$ cat src/rtl/adder_rr_arbiter.sv
// Round-robin arbiter/sequencer sharing one registered 4-bit adder among NREQ requesters.
// Latency: request seen in IDLE at T -> issue at T+1 -> response valid at T+2+ADD_LAT.
// Backpressure: rsp_ready_i low holds the response; no new grant or issue until it is consumed.
//
// Ports:
//   clk, reset                 clock, asynchronous active-high reset
//   req_valid_i/req_a_i/req_b_i  per-requester valid and packed 4-bit operands (slot i at [4i+3:4i])
//   req_ready_o                one-hot accept strobe, asserted only in the issue cycle
//   add_valid_o/add_a_o/add_b_o  issue strobe and operands to the shared adder
//   add_c_i                    sum returned by the adder ADD_LAT cycles after issue
//   rsp_valid_o/rsp_ready_i    response handshake
//   rsp_c_o/rsp_id_o           captured sum and owning requester index
//   busy_o                     high whenever a transaction is in progress
module adder_rr_arbiter #(
    parameter int NREQ    = 4,
    parameter int IDW     = $clog2(NREQ),
    parameter int ADD_LAT = 1
) (
    input  logic              clk,
    input  logic              reset,
    input  logic [NREQ-1:0]   req_valid_i,
    input  logic [4*NREQ-1:0] req_a_i,
    input  logic [4*NREQ-1:0] req_b_i,
    output logic [NREQ-1:0]   req_ready_o,
    output logic              add_valid_o,
    output logic [3:0]        add_a_o,
    output logic [3:0]        add_b_o,
    input  logic [6:0]        add_c_i,
    output logic              rsp_valid_o,
    input  logic              rsp_ready_i,
    output logic [6:0]        rsp_c_o,
    output logic [IDW-1:0]    rsp_id_o,
    output logic              busy_o
);

    localparam int CNTW = (ADD_LAT > 1) ? $clog2(ADD_LAT) : 1;

    typedef enum logic [1:0] {
        IDLE  = 2'd0,
        ISSUE = 2'd1,
        WAIT  = 2'd2,
        RESP  = 2'd3
    } state_t;

    state_t          state_q;
    state_t          state_d;
    logic [IDW-1:0]  ptr_q;
    logic [IDW-1:0]  ptr_d;
    logic [IDW-1:0]  winner_q;
    logic [CNTW-1:0] cnt_q;
    logic [6:0]      rsp_c_q;
    logic [IDW-1:0]  rsp_id_q;

    logic            pick_vld;
    logic [IDW-1:0]  pick_idx;
    int              scan_idx;

    // First valid requester at or above ptr_q, wrapping past NREQ-1 back to 0.
    always_comb begin
        pick_vld = 1'b0;
        pick_idx = '0;
        scan_idx = 0;
        for (int k = 0; k < NREQ; k++) begin
            scan_idx = int'(ptr_q) + k;
            if (scan_idx >= NREQ) begin
                scan_idx = scan_idx - NREQ;
            end
            if (!pick_vld && req_valid_i[scan_idx]) begin
                pick_vld = 1'b1;
                pick_idx = IDW'(scan_idx);
            end
        end
    end

    // Pointer moves just past the requester being served so it goes to the back of the line.
    assign ptr_d = (winner_q == IDW'(NREQ - 1)) ? '0 : winner_q + 1'b1;

    // State register
    always_ff @(posedge clk or posedge reset) begin
        if (reset) begin
            state_q <= IDLE;
        end else begin
            state_q <= state_d;
        end
    end

    // Next-state logic
    always_comb begin
        state_d = state_q;
        case (state_q)
            IDLE:    if (pick_vld) state_d = ISSUE;
            ISSUE:   state_d = WAIT;
            WAIT:    if (cnt_q == '0) state_d = RESP;
            RESP:    if (rsp_ready_i) state_d = IDLE;
            default: state_d = IDLE;
        endcase
    end

    // Datapath registers: winner latch, round-robin pointer, latency counter, response capture.
    always_ff @(posedge clk or posedge reset) begin
        if (reset) begin
            ptr_q    <= '0;
            winner_q <= '0;
            cnt_q    <= '0;
            rsp_c_q  <= '0;
            rsp_id_q <= '0;
        end else begin
            case (state_q)
                IDLE: begin
                    if (pick_vld) begin
                        winner_q <= pick_idx;
                    end
                end
                ISSUE: begin
                    ptr_q <= ptr_d;
                    cnt_q <= CNTW'(ADD_LAT - 1);
                end
                WAIT: begin
                    if (cnt_q == '0) begin
                        rsp_c_q  <= add_c_i;
                        rsp_id_q <= winner_q;
                    end else begin
                        cnt_q <= cnt_q - 1'b1;
                    end
                end
                default: ;
            endcase
        end
    end

    // Output logic: adder port and accept strobe are live only during ISSUE.
    always_comb begin
        req_ready_o = '0;
        add_valid_o = 1'b0;
        add_a_o     = 4'd0;
        add_b_o     = 4'd0;
        rsp_valid_o = 1'b0;
        busy_o      = (state_q != IDLE);
        case (state_q)
            ISSUE: begin
                add_valid_o           = 1'b1;
                req_ready_o[winner_q] = 1'b1;
                add_a_o               = req_a_i[{winner_q, 2'b00} +: 4];
                add_b_o               = req_b_i[{winner_q, 2'b00} +: 4];
            end
            RESP: begin
                rsp_valid_o = 1'b1;
            end
            default: ;
        endcase
    end

    assign rsp_c_o  = rsp_c_q;
    assign rsp_id_o = rsp_id_q;

endmodule

$ cat config.mk
export PLATFORM = sky130hd
export DESIGN_NAME = adder_rr_arbiter
export DESIGN_NICKNAME = d
export VERILOG_FILES = /design/src/rtl/adder_rr_arbiter.sv
export SDC_FILE = /design/constraint.sdc
export NUM_CORES = 1
export LEC_CHECK = 0
export ABC_AREA = 1
export CORE_MARGIN = 2
export CORE_UTILIZATION = 35
export DETAILED_ROUTE_END_ITERATION = 8
export HOLD_SLACK_MARGIN = 0.08
export PLACE_DENSITY = 0.76
export SLEW_MARGIN = 20
export SYNTH_ARGS = -nofsm -noshare
export SYNTH_HDL_FRONTEND = slang
export SYNTH_SLANG_ARGS = --single-unit
$ cat constraint.sdc
create_clock -name clk -period 4.04 [get_ports clk]
set_input_delay 0.808 -clock clk [delete_from_list [all_inputs] [get_ports clk]]
set_output_delay 0.808 -clock clk [all_outputs]
set_load 0.005 [all_outputs]
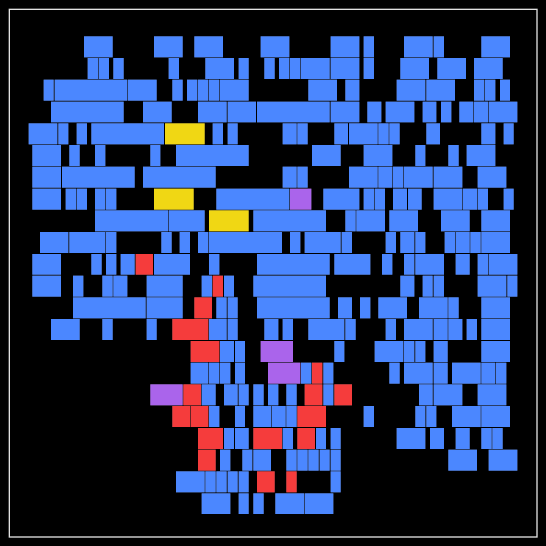
Figure 1: run 1, drive-strength map.
(8 px per µm)
_0 and _1 cells -> blue  # cells 252, share 91%, most used clkdlybuf4s50_1
_6 and larger -> yellow  # cells 3, share 1.1%, most used clkbuf_8
_3 and _4 cells -> purple  # cells 4, share 1.4%, most used nand2_4
_2 cells -> red  # cells 18, share 6.5%, most used nand2_2
setup slack of the critical path after layout: 0.991 ns
post-route design area: 2100 µm²
area added between synthesis and finish: 56.9%

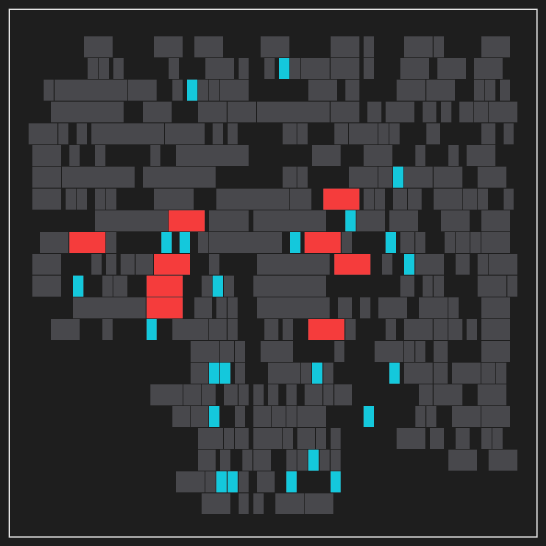
Figure 2: run 1, gate-type map.
(8 px per µm)
inverters -> cyan  # cells 23
adder and majority cells -> red  # cells 9
non-filler instance count after layout: 325
fraction of area in multi-input gates: 0.397
top logic cell by instance count in the layout: clkdlybuf4s50_1

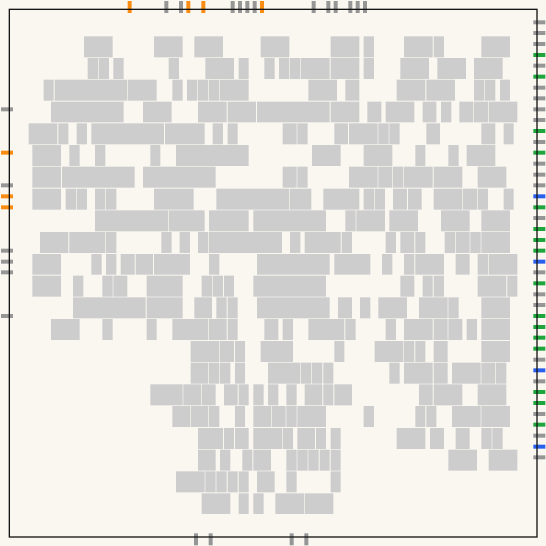
Figure 3: run 1, pin placement.
(8 px per µm) Pins as bars across the die edge, other pins in grey.
`req_a_i` -> green  # pins 16, direction input, edge right
`req_ready_o` -> blue  # pins 4, direction output, edge right
`add_c_i` -> orange  # pins 7, direction input, edge 4 top, 3 left
vertical die dimension: 65.8 µm
Die Span X: 65.8 µm
number of buffers inserted by port buffering: 69

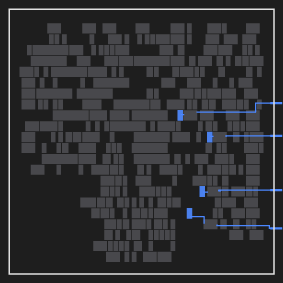
Figure 4: run 1, wires at chosen ports, followed through buffers.
(4 px per µm)
`req_ready_o` -> blue  # direction output, end cells 4, buffers 4, wire 68.4 µm

==> flow_summary.json, run 1 <==
{
  "maxClockFrequency_mhz": 328,
  "avgRoutedWirePerCell_um": 10.9,
  "cts-buffers-inserted": 3,
  "antenna_cells": 0,
  "report.final.setup_viol": 0,
  "number_of_register_bits_inferred_by_synthesis": 15,
  "synth.avg_cell_area_um2": 6.33,
  "synthesis.instances": 211,
  "cts_repair_resize_count": 0,
  "maxCapViolations": 0,
  "worst-r2r-setup-slack_ns": 2.34,
  "final.setup_skew_ns": 0.00406,
  "cts_tree": "done",
  "fp.dieArea_um2": 4330,
  "worst_endpoint_required_time_ns": 3.23,
  "detail_route.wirelength_mm": 3.55,
  "number_of_different_library_cells_in_the_post_synthesis_netlist": 23,
  "yosys.stat.seqShare": 0.281,
  "crit_path_max_fanout": 12,
  "grt_pass1_vias": 1318,
  "detailedRoute.firstIterationViolations": 52,
  "pre_cts_slack_ns": 1.05,
  "critical_path_class": "flip-flop to primary output",
  "rr_endpoint": "ptr_q[1]",
  "min_cycle_time_layout_ns": 3.05,
  "io-pin-count": 70,
  "worstHoldPathCells": 2,
  "netlist_area_before_placement_um2": 1340,
  "yosys_warnings": 0,
  "core_region_area_um2": 3660,
  "final_cell_mix": "clkdlybuf4s50_1, nand2_1, nor2_1",
  "clk_path_buf_depth": 2,
  "finalCritPeriodShare": 0.755,
  "cts_setup_buffers": 0,
  "run_status": "finished, final reports clean",
  "min-delay-start": "rsp_c_o[5]",
  "timing.critical_path.to_type": "primary output",
  "unrepaired_setup_endpoints_after_global_routing": "false",
  "cts.hold.buffers_added": 0,
  "worst_ep_arrival_time_ns": 2.24,
  "wire_length_of_the_first_global_routing_pass_mm": 5.65,
  "globalRouteTotalUtil": 0.163,
  "drt_pass1_iterations": 4,
  "final_layout_size_suffix_gt1_frac": 0.0903,
  "finalNetCount": 333,
  "hold_path_class": "flip-flop to flip-flop",
  "relSlewSlack": 0.645,
  "holdPathEnd": "rsp_c_o[5]",
  "route.antenna.remaining_nets": 0,
  "globalRouteMet1Util": 0.203,
  "slew_violations": 0,
  "clock_insertion_delay_worst_skew_ns": 0.24,
  "pin_count_of_the_biggest_net_entering_global_routing": 21,
  "clk_root_buffer_cell": "clkbuf_8",
  "post_synthesis_net_count": 266,
  "power-per-cell-area_nw_per_um2": 647,
  "worst_hold_slack_ns": 0.471,
  "grt_most_used_layer": "met2",
  "log.warning_count": 33,
  "tightestPinTransition_ns": 0.532,
  "clk_pin_slew_worst_paths_ns": 0.06,
  "dp_cells": 321
}
==> run 1: cells by family (layout without fill, tap and decap cells) <==
| family | Yosys count | after routing | synth area share |
|---|---|---|---|
| AND/OR/NAND/NOR | 126 | 126 | 0.422 |
| buffers and inverters | 31 | 97 | 0.0964 |
| AND-OR/OR-AND | 30 | 30 | 0.116 |
| flip-flops | 15 | 15 | 0.281 |
| adder cells (fa/ha/maj) | 9 | 9 | 0.0843 |
==> run 1: sequential cells by signal, indices dropped and copies added (netlist names) <==
| name | count |
|---|---|
| state_q | 2 |
| rsp_id_o | 2 |
| rsp_c_o | 7 |
| ptr_q | 2 |
| winner_q | 2 |
==> run 1: cells in the mapped netlist <==
library cell / instances / area share
nand3_1: 7 / 0.026
a21oi_1: 8 / 0.030
o21ai_0: 20 / 0.075
nor2_4: 1 / 0.0084
buf_2: 4 / 0.015
clkinv_1: 3 / 0.0084
nand4_1: 2 / 0.0094
clkbuf_1: 3 / 0.0084
nand3_2: 3 / 0.022
o21ai_2: 1 / 0.0066
nand4_2: 1 / 0.0094
buf_6: 1 / 0.0084
inv_2: 3 / 0.0084
ha_1: 9 / 0.084
or2_2: 1 / 0.0047
nand2_4: 2 / 0.017
nand2_1: 66 / 0.19
nand2_2: 9 / 0.042
inv_1: 17 / 0.048
and2_1: 1 / 0.0047
nor2_1: 33 / 0.093
dfrtp_1: 15 / 0.28
a31oi_1: 1 / 0.0047
==> run 1: routing by layer <==
layer / share of wire / routed length, µm
met1: 0.45 / 1590
met2: 0.44 / 1570
met3: 0.11 / 388
met4: 0 / 0
met5: 0 / 0
==> run 1: stage by stage <==
step / power, mW / cell area [µm²] / util
detailed placement: 1.25 / 2050 / 0.560
finish: 1.36 / 2100 / 0.573
global placement: 1.23 / 2050 / 0.560
floorplan: 0.897 / 1340 / -
global route: 1.51 / 2100 / 0.573
CTS: 1.37 / 2100 / 0.573
==> run 1: where the power goes <==
part,leakage [nW],internal (mW),switching [mW],total (mW)
clock network,0.0228,0.0695,0.0459,0.115
registers,0.185,0.226,0.0781,0.304
logic,0.818,0.435,0.504,0.938
total,1.03,0.730,0.628,1.36
==> run 1: worst max-delay path: stages (launching register included) <==
cell	delay, ns
dfrtp_1	0.60
clkinv_1	0.44
nor2_1	0.19
o21ai_0	0.10
a21oi_1	0.14
clkdlybuf4s50_1	0.53
==> run 1: worst max path at each step <==
stage	start	endpoint	cells after the start
after floorplan	state_q[1]	add_a_o[0]	5
after CTS	winner_q[1]	add_a_o[0]	5
after global routing	winner_q[1]	add_b_o[2]	5
after global placement	req_a_i[8]	add_a_o[0]	6
after detailed placement	req_a_i[8]	add_a_o[0]	6
final	winner_q[1]	add_b_o[2]	5
==> run 1: layout make-up <==
cell class / count / area (µm²)
fill: 379 / 1560
multi-input combinational: 165 / 832
timing repair buffer: 70 / 698
sequential: 15 / 375
inverter: 23 / 86.3
tap: 48 / 60.1
clock buffer: 4 / 45.0
Figure 5. Cell outlines without signal wires (run 1).
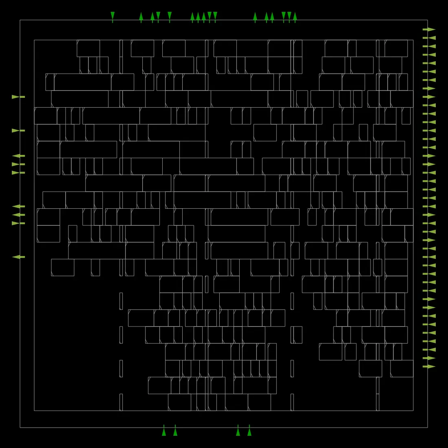

--- run 2 (diff from run 1) ---
PLACE_DENSITY = 0.79   (was 0.76)
clock period = 2.8 ns   (was 4.04 ns; I/O delays follow)
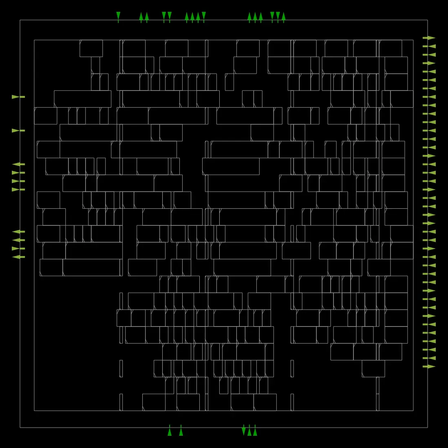
Figure 6: run 2, cell outlines without signal wires.
FP Rows: 22
register share of the cell area: 0.177

==> run 2 against run 1 <==
Flip-flop count stayed put. Non-clock buffer count up 2. Final cell count rose by 0.62%. Critical path depth did not move. Global-route usage up 1.2 points. Synthesized cell count unchanged. Routed wire length is 6.2% higher. Critical endpoint is now req_ready_o[2]. Sequential power up 45%. Cell area up 0.90%. Clock skew down 0.0026 ns.
==> flow_summary.json, run 2 <==
{
  "run_status": "finished, final reports clean",
  "detail_route.wirelength_mm": 3.77,
  "crit_path_cell_trace": "clkinvlp_4 -> ha_1 -> nand2_1 -> inv_1 -> clkdlybuf4s50_1",
  "drt_pass1_iterations": 4,
  "finish.utilization": 0.578,
  "hold_path_class": "flip-flop to flip-flop",
  "critPathMaxStageDelay_ns": 0.55,
  "worst_hold_slack_ns": 0.472,
  "fp.dieArea_um2": 4330,
  "finalWorstSetupSlack_ns": 0.237,
  "wire_length_of_the_first_global_routing_pass_mm": 6.11,
  "yosys.stat.seqShare": 0.281,
  "unrepaired_setup_endpoints_after_global_routing": "false",
  "finalNetCount": 335,
  "area_growth_syn_to_layout_pct": 58.3,
  "dp_cells": 323,
  "avgRoutedWirePerCell_um": 11.5,
  "crit_path_max_fanout": 20,
  "cell_with_the_largest_stage_delay_on_the_worst_path": "dfrtp_1",
  "final_layout_size_suffix_gt1_frac": 0.100,
  "report.final.setup_viol": 0,
  "worst-r2r-setup-slack_ns": 1.14,
  "detailedRoute.firstIterationViolations": 98,
  "final.setup_skew_ns": 0.00149,
  "p_total_mw": 2.00,
  "io-pin-count": 70,
  "netlist.top_cell.by_area": "dfrtp_1",
  "number_of_register_bits_inferred_by_synthesis": 15,
  "final_cell_mix": "clkdlybuf4s50_1, nand2_1, nor2_1",
  "route.antenna.remaining_nets": 0,
  "antenna_cells": 0,
  "number_of_different_library_cells_in_the_post_synthesis_netlist": 23,
  "pin_count_of_the_biggest_net_entering_global_routing": 21,
  "timing.critical_path.to_type": "primary output",
  "cts_tree": "done",
  "clk_root_buffer_cell": "clkbuf_8",
  "dieHeight_um": 65.8,
  "cts-buffers-inserted": 3,
  "common_cells": "nand2_1, nor2_1, o21ai_0",
  "port-buffer-count": 69,
  "maxCapViolations": 0,
  "critical_path_class": "flip-flop to primary output",
  "most_common_cell_in_the_netlist": "nand2_1",
  "log.warning_count": 33,
  "placed_area_um2": 2070,
  "maxClockFrequency_mhz": 390,
  "ys_async_sr_fraction": 1.00,
  "min_cycle_time_layout_ns": 2.56,
  "synthTopCellsByArea": "dfrtp_1, nand2_1, nor2_1, ha_1, o21ai_0",
  "power-per-cell-area_nw_per_um2": 943,
  "globalRouteTotalUtil": 0.175
}
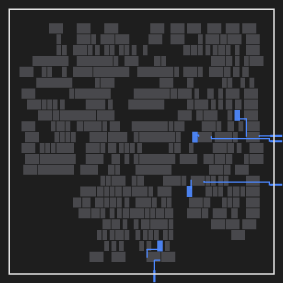
Figure 7: run 2, wires at chosen ports, followed through buffers.
(4 px per µm)
`req_ready_o` -> blue  # direction output, end cells 4, buffers 4, wire 56.7 µm

run 2: final timing paths:
path | startpoint | endpoint | cells past startpoint
setup / recovery | winner_q[0] | req_ready_o[2] | 5
hold / removal | rsp_c_o[4] | rsp_c_o[4] | 2
setup reg to reg | ptr_q[0] | state_q[1] | 9
hold reg to reg | rsp_c_o[4] | rsp_c_o[4] | 2
max in group asynchronous | reset | rsp_c_o[6] | 2
min in group asynchronous | reset | state_q[0] | 2
run 2: metal layers:
layer  up-vias  track usage  wire length [µm]
met1       670        0.220              1600
met2        78        0.304              1710
li1        792            -                 -
met4         0       0.0313                 5
met5         -            0                 0
met3         2       0.0426               448
run 2: cells by family (layout without fill, tap and decap cells):
group                    after synthesis  count (layout)  share of synthesized area
adder cells (fa/ha/maj)                9               9                     0.0843
AND/OR/NAND/NOR                      126             126                      0.422
flip-flops                            15              15                      0.281
buffers and inverters                 31              99                     0.0964
AND-OR/OR-AND                         30              30                      0.116
run 2: worst max-delay path, delay by kind of cell, from the launching register on:
kind	cells	cell delay, ns
flip-flops	1	0.55
AND/OR/NAND/NOR	1	0.06
buffers and inverters	3	0.85
adder cells (fa/ha/maj)	1	0.30
run 2: cell type report:
type | count | area, µm²
Clock buffer | 4 | 45.0
Fill cell | 346 | 1550
Inverter | 23 | 90.1
Multi-Input combinational cell | 165 | 832
Sequential cell | 15 | 375
Tap cell | 48 | 60.1
Timing Repair Buffer | 72 | 713
run 2: where the power goes:
part | internal (mW) | switching (mW) | leakage [nW]
Clock | 0.100 | 0.0667 | 0.0228
Combinational | 0.645 | 0.743 | 0.827
Sequential | 0.325 | 0.115 | 0.185
Total | 1.07 | 0.925 | 1.03
run 2: timing repair:
item | CTS | global route
gates resized | 0 | 1
endpoints found under the setup margin | 0 | 10
hold buffers | 0 | 0
Figure 8. Drive-strength map (run 2).
(8 px per µm)
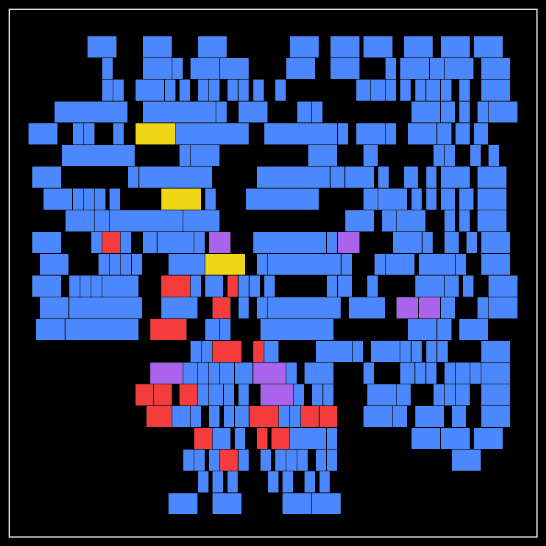

--- run 3 (diff from run 2) ---
CAP_MARGIN = 20   (was unset)
CELL_PAD_IN_SITES_DETAIL_PLACEMENT = 1   (was unset)
CELL_PAD_IN_SITES_GLOBAL_PLACEMENT = 1   (was unset)
CORE_UTILIZATION = 23   (was 35)
PLACE_DENSITY = 0.8   (was 0.79)
clock period = 2.1 ns   (was 2.8 ns; I/O delays follow)
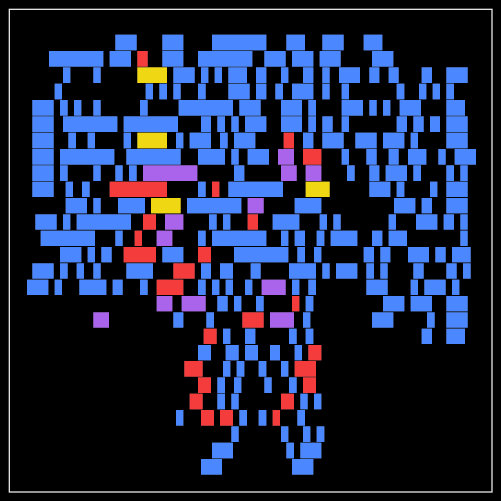
Figure 9: run 3, drive-strength map.
(6 px per µm)
_6 and larger -> yellow  # cells 4, share 1.4%, most used clkbuf_8
_0 and _1 cells -> blue  # cells 243, share 86%, most used nand2_1
_2 cells -> red  # cells 25, share 8.8%, most used nand2_2
_3 and _4 cells -> purple  # cells 12, share 4.2%, most used buf_4

==> run 3 against run 2 <==
Setup slack got worse by 0.16 ns. Utilization decreased by 18 points. Flip-flop count unchanged. Synthesized cell count unchanged. Via count increased by 3.6%. Sequential power increased by 31%. Worst hold slack got worse by 0.0015 ns. First-iteration DRC count decreased by 20%. Non-clock buffer count increased by 5. Cell area increased by 4.2%. Register-to-register slack got worse by 0.76 ns. Critical path type unchanged. Largest power group unchanged.
==> flow_summary.json, run 3 <==
{
  "run_status": "finished, final reports clean",
  "wire_length_of_the_first_global_routing_pass_mm": 7.21,
  "maxCapViolations": 0,
  "pin_count_of_the_biggest_net_entering_global_routing": 16,
  "critical_path_class": "flip-flop to primary output",
  "synthesis.instances": 211,
  "worst_ep_arrival_time_ns": 1.61,
  "grt_pass1_vias": 1611,
  "netlist.top_cell.by_area": "dfrtp_1",
  "pre_cts_slack_ns": -0.111,
  "area_growth_syn_to_layout_pct": 65.0,
  "reg2reg_depth": 11,
  "maxClockFrequency_mhz": 493,
  "final.setup_skew_ns": 0.00184,
  "worst_hold_slack_ns": 0.470,
  "most_common_cell_in_the_netlist": "nand2_1",
  "largest_register_ffs": 7,
  "number_of_different_library_cells_in_the_post_synthesis_netlist": 23,
  "finalCritPeriodShare": 0.965,
  "avgRoutedWirePerCell_um": 12.5,
  "clk_root_buffer_cell": "clkbuf_8",
  "crit_path_max_fanout": 8,
  "tightestPinTransition_ns": 0.560,
  "crit-reg2reg-launch": "ptr_q[0]",
  "power.share.combinational": 0.711,
  "p_switching_mw": 1.34,
  "netlist_area_before_placement_um2": 1340,
  "synth.avg_cell_area_um2": 6.33,
  "number_of_register_bits_inferred_by_synthesis": 15,
  "log.warning_count": 33,
  "drt_pass1_iterations": 4,
  "dieHeight_um": 80.2,
  "min-delay-start": "rsp_c_o[6]",
  "antenna_cells": 0,
  "port-buffer-count": 69,
  "fp.dieArea_um2": 6440,
  "final_cell_mix": "nand2_1, clkdlybuf4s50_1, nor2_1",
  "power.switching_fraction": 0.476,
  "cts-buffers-inserted": 3,
  "hold_path_class": "flip-flop to flip-flop",
  "yosys.stat.seqShare": 0.281,
  "worstHoldPathCells": 2,
  "io-pin-count": 70,
  "min_cycle_time_layout_ns": 2.03,
  "clk_path_buf_depth": 2,
  "cell_with_the_largest_stage_delay_on_the_worst_path": "clkdlybuf4s50_1",
  "critPathMaxStageDelay_ns": 0.45,
  "enable_flop_cells": 0,
  "finalWorstSetupSlack_ns": 0.0727,
  "detail_route.wirelength_mm": 4.44,
  "floorplan.die.width_um": 80.2,
  "worst_endpoint_required_time_ns": 1.68,
  "final_common_cell": "nand2_1",
  "synth_flop_type": "dfrtp_1",
  "crit_path_cell_trace": "clkinv_2 -> buf_6 -> ha_1 -> nand2_1 -> inv_1 -> clkdlybuf4s50_1",
  "cts.hold.buffers_added": 0,
  "timing.critical_path.to_type": "primary output",
  "ys_async_sr_fraction": 1.00,
  "finalNetCount": 340,
  "rows": 27,
  "common_cells": "nand2_1, nor2_1, o21ai_0",
  "relSlewSlack": 0.626,
  "clk_pin_slew_worst_paths_ns": 0.06
}
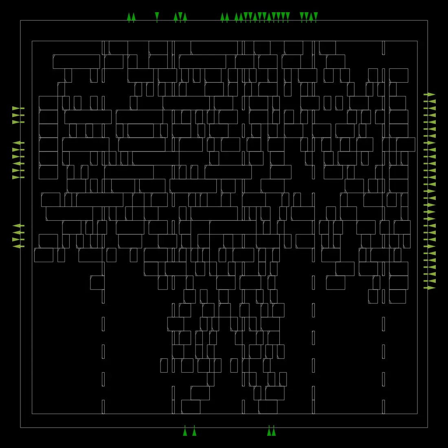
Figure 10: run 3, cell outlines without signal wires.
Core Area: 5570 µm²
non-filler instance count after layout: 356
number of flip-flops and latches: 15

-- run 3: logic make-up after synthesis --
kind of cell | count (synthesis) | synth area share
AND/OR/NAND/NOR | 126 | 0.422
flip-flops | 15 | 0.281
adder cells (fa/ha/maj) | 9 | 0.0843
buffers and inverters | 31 | 0.0964
AND-OR/OR-AND | 30 | 0.116
-- run 3: what timing repair did --
action,in CTS,in global routing
pin swaps,1,0
setup endpoints to repair,12,6
resized,17,3
buffers inserted,1,2
gates cloned,0,0
-- run 3: critical path, delay by kind of cell, from the launching register on --
kind / cells / cell delay [ns]
and+or+nand+nor: 1 / 0.06
buffers and inverters: 4 / 0.74
DFF: 1 / 0.38
adders and majority gates: 1 / 0.18
-- run 3: power groups by stage --
stage,sequential (mW),clock [mW],combinational (mW)
2_1_floorplan,0.533,0,1.19
3_3_place_gp,0.566,0,1.90
3_5_place_dp,0.574,0,1.98
4_1_cts,0.575,0.239,2.00
5_1_grt,0.600,0.255,2.28
6_report,0.577,0.234,2.00
-- run 3: how the worst max path moves through the flow --
stage | start | endpoint | cells past startpoint
4_1_cts | state_q[1] | req_ready_o[3] | 6
3_3_place_gp | req_a_i[0] | add_a_o[0] | 6
2_1_floorplan | state_q[1] | add_a_o[0] | 5
5_1_grt | winner_q[0] | req_ready_o[0] | 6
6_report | winner_q[0] | req_ready_o[0] | 6
3_5_place_dp | req_a_i[0] | add_a_o[0] | 6
-- run 3: layout make-up --
cell class                 instances  area [µm²]
fill                             725        3370
multi-input combinational        165         851
timing repair buffer              77         747
sequential                        15         377
inverter                          23        93.8
tap                               72        90.1
clock buffer                       3        41.3
clock inverter                     1        5.00
-- run 3: per-stage QoR --
stage,instances,util,area (µm²)
after global placement,350,0.380,2120
final,356,0.396,2200
after floorplan,211,-,1340
after CTS,355,0.393,2190
after detailed placement,350,0.380,2120
after global routing,356,0.396,2200
-- run 3: per-layer routing --
metal	GRT usage	part of all wire	vias to the layer above
met4	0.0203	0	0
li1	-	-	802
met1	0.162	0.44	750
met5	0	0	-
met2	0.256	0.49	45
met3	0.0258	0.069	0
No activity file was given, so power comes from the tool's default toggle rates.
